--- src/rtl/cpu_checker_fmt_if.sv ---
// Request/byte-stream bundle between an event producer and the checker-string formatter.
interface cpu_checker_fmt_if;
    logic        start;
    logic        is_mem;
    logic [13:0] time_in;
    logic [31:0] pc_in;
    logic [4:0]  grf_in;
    logic [31:0] addr_in;
    logic [31:0] data_in;
    logic [7:0]  out_char;
    logic        out_valid;
    logic        out_ready;
    logic        busy;
    logic        done;

    modport master (
        output start, is_mem, time_in, pc_in, grf_in, addr_in, data_in, out_ready,
        input  out_char, out_valid, busy, done
    );

    modport slave (
        input  start, is_mem, time_in, pc_in, grf_in, addr_in, data_in, out_ready,
        output out_char, out_valid, busy, done
    );
endinterface

--- src/rtl/cpu_checker_fmt.sv ---
// Serialises one CPU write event as an ASCII checker string, one character per
// valid/ready handshake: "^time@pc: $grf <= data#" or "^time@pc: *addr <= data#".
module cpu_checker_fmt (
    input  logic               clk,
    input  logic               reset,
    cpu_checker_fmt_if.slave   bus
);
    localparam int unsigned TIME_W = 14;
    localparam int unsigned WORD_W = 32;
    localparam int unsigned GRF_W  = 5;

    typedef enum logic [3:0] {
        S_IDLE, S_CARET, S_TIME, S_AT, S_PC, S_COLON, S_SP1, S_MARK,
        S_REGADDR, S_SP2, S_LT, S_EQ, S_SP3, S_DATA, S_HASH
    } state_e;

    state_e              state_q, state_d;
    logic [2:0]          idx_q, idx_d;
    logic                mem_q, mem_d;
    logic [TIME_W-1:0]   time_q, time_d;
    logic [WORD_W-1:0]   pc_q, pc_d, addr_q, addr_d, data_q, data_d;
    logic [GRF_W-1:0]    grf_q, grf_d;
    logic [7:0]          char_q, char_d;
    logic                valid_q, valid_d, busy_q, busy_d, done_q, done_d;

    logic                fire;
    logic [3:0]          tdig [4];
    logic [3:0]          gdig [2];
    logic [2:0]          t_last, g_last;

    function automatic logic [7:0] hex_char(input logic [3:0] n);
        return (n < 4'd10) ? 8'h30 + 8'(n) : 8'h57 + 8'(n);
    endfunction

    // Nibble i of w, counting from the most significant nibble.
    function automatic logic [3:0] nib(input logic [31:0] w, input logic [2:0] i);
        return 4'(w >> (5'd28 - {i, 2'b00}));
    endfunction

    assign fire = valid_q & bus.out_ready;

    // Decimal digits of the latched time and register number; *_last is the index of the final printed digit.
    always_comb begin
        tdig[3] = 4'(time_q / 14'd1000);
        tdig[2] = 4'((time_q / 14'd100) % 14'd10);
        tdig[1] = 4'((time_q / 14'd10) % 14'd10);
        tdig[0] = 4'(time_q % 14'd10);
        if (time_q >= 14'd1000)     t_last = 3'd3;
        else if (time_q >= 14'd100) t_last = 3'd2;
        else if (time_q >= 14'd10)  t_last = 3'd1;
        else                        t_last = 3'd0;
        gdig[1] = 4'(grf_q / 5'd10);
        gdig[0] = 4'(grf_q % 5'd10);
        g_last  = (grf_q >= 5'd10) ? 3'd1 : 3'd0;
    end

    always_comb begin
        state_d = state_q;
        idx_d   = idx_q;
        mem_d   = mem_q;
        time_d  = time_q;
        pc_d    = pc_q;
        grf_d   = grf_q;
        addr_d  = addr_q;
        data_d  = data_q;
        valid_d = valid_q;
        busy_d  = busy_q;
        done_d  = 1'b0;
        case (state_q)
            S_IDLE: if (bus.start) begin
                state_d = S_CARET;
                idx_d   = 3'd0;
                mem_d   = bus.is_mem;
                time_d  = (bus.time_in > 14'd9999) ? 14'd9999 : bus.time_in;
                pc_d    = bus.pc_in;
                grf_d   = bus.grf_in;
                addr_d  = bus.addr_in;
                data_d  = bus.data_in;
                valid_d = 1'b1;
                busy_d  = 1'b1;
            end
            S_CARET: if (fire) state_d = S_TIME;
            S_TIME: if (fire) begin
                if (idx_q == t_last) begin state_d = S_AT; idx_d = 3'd0; end
                else idx_d = idx_q + 3'd1;
            end
            S_AT: if (fire) state_d = S_PC;
            S_PC: if (fire) begin
                if (idx_q == 3'd7) begin state_d = S_COLON; idx_d = 3'd0; end
                else idx_d = idx_q + 3'd1;
            end
            S_COLON: if (fire) state_d = S_SP1;
            S_SP1:   if (fire) state_d = S_MARK;
            S_MARK:  if (fire) state_d = S_REGADDR;
            S_REGADDR: if (fire) begin
                if (idx_q == (mem_q ? 3'd7 : g_last)) begin state_d = S_SP2; idx_d = 3'd0; end
                else idx_d = idx_q + 3'd1;
            end
            S_SP2: if (fire) state_d = S_LT;
            S_LT:  if (fire) state_d = S_EQ;
            S_EQ:  if (fire) state_d = S_SP3;
            S_SP3: if (fire) state_d = S_DATA;
            S_DATA: if (fire) begin
                if (idx_q == 3'd7) begin state_d = S_HASH; idx_d = 3'd0; end
                else idx_d = idx_q + 3'd1;
            end
            S_HASH: if (fire) begin
                state_d = S_IDLE;
                valid_d = 1'b0;
                busy_d  = 1'b0;
                done_d  = 1'b1;
            end
            default: state_d = S_IDLE;
        endcase
    end

    // Character for the upcoming state; '^' needs no latched data, so the start cycle is safe.
    always_comb begin
        char_d = 8'h00;
        case (state_d)
            S_CARET:   char_d = 8'h5e;
            S_TIME:    char_d = 8'h30 + 8'(tdig[2'(t_last - idx_d)]);
            S_AT:      char_d = 8'h40;
            S_PC:      char_d = hex_char(nib(pc_q, idx_d));
            S_COLON:   char_d = 8'h3a;
            S_SP1, S_SP2, S_SP3: char_d = 8'h20;
            S_MARK:    char_d = mem_q ? 8'h2a : 8'h24;
            S_REGADDR: char_d = mem_q ? hex_char(nib(addr_q, idx_d))
                                      : 8'h30 + 8'(gdig[1'(g_last - idx_d)]);
            S_LT:      char_d = 8'h3c;
            S_EQ:      char_d = 8'h3d;
            S_DATA:    char_d = hex_char(nib(data_q, idx_d));
            S_HASH:    char_d = 8'h23;
            default:   char_d = 8'h00;
        endcase
    end

    always_ff @(posedge clk) begin
        if (reset) begin
            state_q <= S_IDLE;
            idx_q   <= 3'd0;
            mem_q   <= 1'b0;
            time_q  <= '0;
            pc_q    <= '0;
            grf_q   <= '0;
            addr_q  <= '0;
            data_q  <= '0;
            char_q  <= 8'h00;
            valid_q <= 1'b0;
            busy_q  <= 1'b0;
            done_q  <= 1'b0;
        end else begin
            state_q <= state_d;
            idx_q   <= idx_d;
            mem_q   <= mem_d;
            time_q  <= time_d;
            pc_q    <= pc_d;
            grf_q   <= grf_d;
            addr_q  <= addr_d;
            data_q  <= data_d;
            char_q  <= char_d;
            valid_q <= valid_d;
            busy_q  <= busy_d;
            done_q  <= done_d;
        end
    end

    assign bus.out_char  = char_q;
    assign bus.out_valid = valid_q;
    assign bus.busy      = busy_q;
    assign bus.done      = done_q;
endmodule
--- src/flat_wrapper.sv ---
// flat-port wrapper written by rule: the top's interface ports become plain ports
module cpu_checker_fmt_flat 
  (clk, reset, bus_start, bus_is_mem, bus_time_in, bus_pc_in, bus_grf_in, bus_addr_in, bus_data_in, bus_out_ready, bus_out_char, bus_out_valid, bus_busy, bus_done);
  cpu_checker_fmt_if bus_i ();
  input  logic clk;
  input  logic reset;
  input wire logic [$bits(bus_i.start)-1:0] bus_start;
  input wire logic [$bits(bus_i.is_mem)-1:0] bus_is_mem;
  input wire logic [$bits(bus_i.time_in)-1:0] bus_time_in;
  input wire logic [$bits(bus_i.pc_in)-1:0] bus_pc_in;
  input wire logic [$bits(bus_i.grf_in)-1:0] bus_grf_in;
  input wire logic [$bits(bus_i.addr_in)-1:0] bus_addr_in;
  input wire logic [$bits(bus_i.data_in)-1:0] bus_data_in;
  input wire logic [$bits(bus_i.out_ready)-1:0] bus_out_ready;
  output wire logic [$bits(bus_i.out_char)-1:0] bus_out_char;
  output wire logic [$bits(bus_i.out_valid)-1:0] bus_out_valid;
  output wire logic [$bits(bus_i.busy)-1:0] bus_busy;
  output wire logic [$bits(bus_i.done)-1:0] bus_done;
  assign bus_i.start = bus_start;
  assign bus_i.is_mem = bus_is_mem;
  assign bus_i.time_in = bus_time_in;
  assign bus_i.pc_in = bus_pc_in;
  assign bus_i.grf_in = bus_grf_in;
  assign bus_i.addr_in = bus_addr_in;
  assign bus_i.data_in = bus_data_in;
  assign bus_i.out_ready = bus_out_ready;
  assign bus_out_char = bus_i.out_char;
  assign bus_out_valid = bus_i.out_valid;
  assign bus_busy = bus_i.busy;
  assign bus_done = bus_i.done;
  cpu_checker_fmt u_core (.clk(clk), .reset(reset), .bus(bus_i));
endmodule
--- config.mk ---
export PLATFORM = sky130hd
export DESIGN_NAME = cpu_checker_fmt_flat
export DESIGN_NICKNAME = d
export VERILOG_FILES = /design/src/rtl/cpu_checker_fmt_if.sv /design/src/rtl/cpu_checker_fmt.sv /design/src/flat_wrapper.sv
export SDC_FILE = /design/constraint.sdc
export NUM_CORES = 1
export LEC_CHECK = 0
export CORE_ASPECT_RATIO = 1.75
export CORE_MARGIN = 1.5
export CORE_UTILIZATION = 40
export CTS_CLUSTER_SIZE = 20
export DETAILED_ROUTE_END_ITERATION = 10
export PLACE_DENSITY = 0.64
export SLEW_MARGIN = 30
export SYNTH_ARGS = -nofsm -noshare
export SYNTH_HDL_FRONTEND = slang
export SYNTH_SLANG_ARGS = --single-unit
--- constraint.sdc ---
create_clock -name clk -period 15.2 [get_ports clk]
set_input_delay 1.52 -clock clk [delete_from_list [all_inputs] [get_ports clk]]
set_output_delay 1.52 -clock clk [all_outputs]
set_load 0.1 [all_outputs]
==> flow_metrics.tcl <==
# collected from the flow reports
set metrics [dict create \
    skew_ps 8.30 \
    critical_path_class "reg2reg" \
    syn_nets 1628 \
    met1_usage 0.251 \
    power_leakage_uw 0.00442 \
    irDropWorstVdd_mv 0.107 \
    nClkBuffers 20 \
    top_logic_kind "AND-OR/OR-AND gates" \
    cap_violations 0 \
    setup_viol 0 \
    status "complete, no violations" \
    first_pass_iters 6 \
    antenna_found_initial 0 \
    regToRegStartpoint "u_core.time_q[10]" \
    fin_crit_ps 6460 \
    busiest_layer "met2" \
    port_buffers 129 \
    die_h_um 220 \
    grt_max_degree 106 \
    logic_gates 1209 \
    cts_tree "done" \
    simple_gate_share 0.259 \
    fin_setup_tns_ps 0 \
    hold_path_class "reg2reg" \
    path_clk_slew_ps 60 \
]
==> stage by stage <==
stage / cell area (um2) / hold slack, ps / util / setup WS (ps) / instances
global route: 12700 / 470 / 0.479 / 8190 / 1881
detailed placement: 12100 / 444 / 0.454 / 8900 / 1849
finish: 12700 / 450 / 0.479 / 8740 / 1881
global placement: 12100 / 439 / 0.454 / 8930 / 1849
floorplan: 10800 / 433 / - / 10180 / 1496
CTS: 12700 / 452 / 0.479 / 8880 / 1881
==> where the power goes <==
part,internal [uW],total (uW),switching (uW)
combinational,248,636,389
clock,291,457,167
sequential,368,386,17.1
==> tightest hold or removal path: cells and delay by family (launching register included) <==
kind | cells | cell delay, ps
compound gates | 1 | 50
flops | 1 | 300
simple gates | 1 | 50
==> registers in the layout, summed over array words and instances (netlist names), 3 cells and up <==
register,cells
u_core.pc_q,32
u_core.bus.out_char,7
u_core.grf_q,5
u_core.data_q,32
u_core.addr_q,32
u_core.time_q,14
u_core.state_q,4
u_core.idx_q,3
==> per-layer routing <==
| metal | wire, um | part of all wire |
|---|---|---|
| met5 | 0 | 0 |
| met4 | 2160 | 0.061 |
| met3 | 1320 | 0.037 |
| met2 | 19100 | 0.54 |
| met1 | 12800 | 0.36 |
==> synth_stat cells, drive strengths merged, types with 11 or more instances <==
master,count,area (um2)
a211oi,26,223
a21o,17,129
a21oi,178,902
a22oi,12,90.1
a31oi,20,140
buf,48,302
clkbuf,70,264
dfxtp,132,2640
ha,12,150
inv,32,120
mux2i,71,723
nand2,288,1080
nand2b,13,81.3
nand3,40,200
nor2,105,394
nor3,45,257
o211ai,14,105
o21a,11,82.6
o21ai,62,314
o22ai,12,75.1
or3,17,106
xnor2,30,278
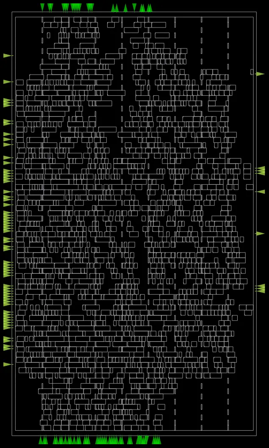
(images/final_placement.png)
Core Area: 0.0266 mm2
fillers: 2,668
Well-Tap Cells: 324

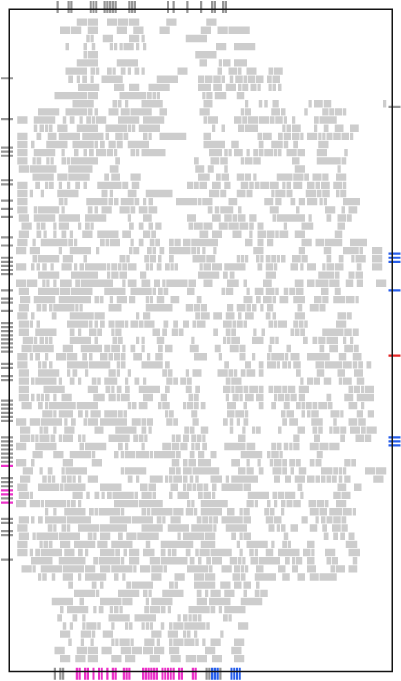
(images/pins.png)
Scale: 3 px per um. Pins as bars across the die edge, other pins in grey.
Key: magenta = bus_addr_in [pins 32, direction input, edge 28 bottom, 4 left]; blue = bus_time_in [pins 14, direction input, edge 7 right, 7 bottom]; red = bus_done [pins 1, direction output, edge right]

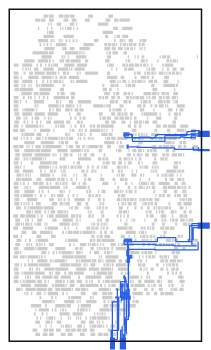
(images/port_nets.png)
Scale: 1.5 px per um.
Key: blue = bus_time_in [bits 14, direction input, end cells 17, buffers 14, wire 783 um]

Power figures rest on the tool's default switching activity, not on a simulated workload.
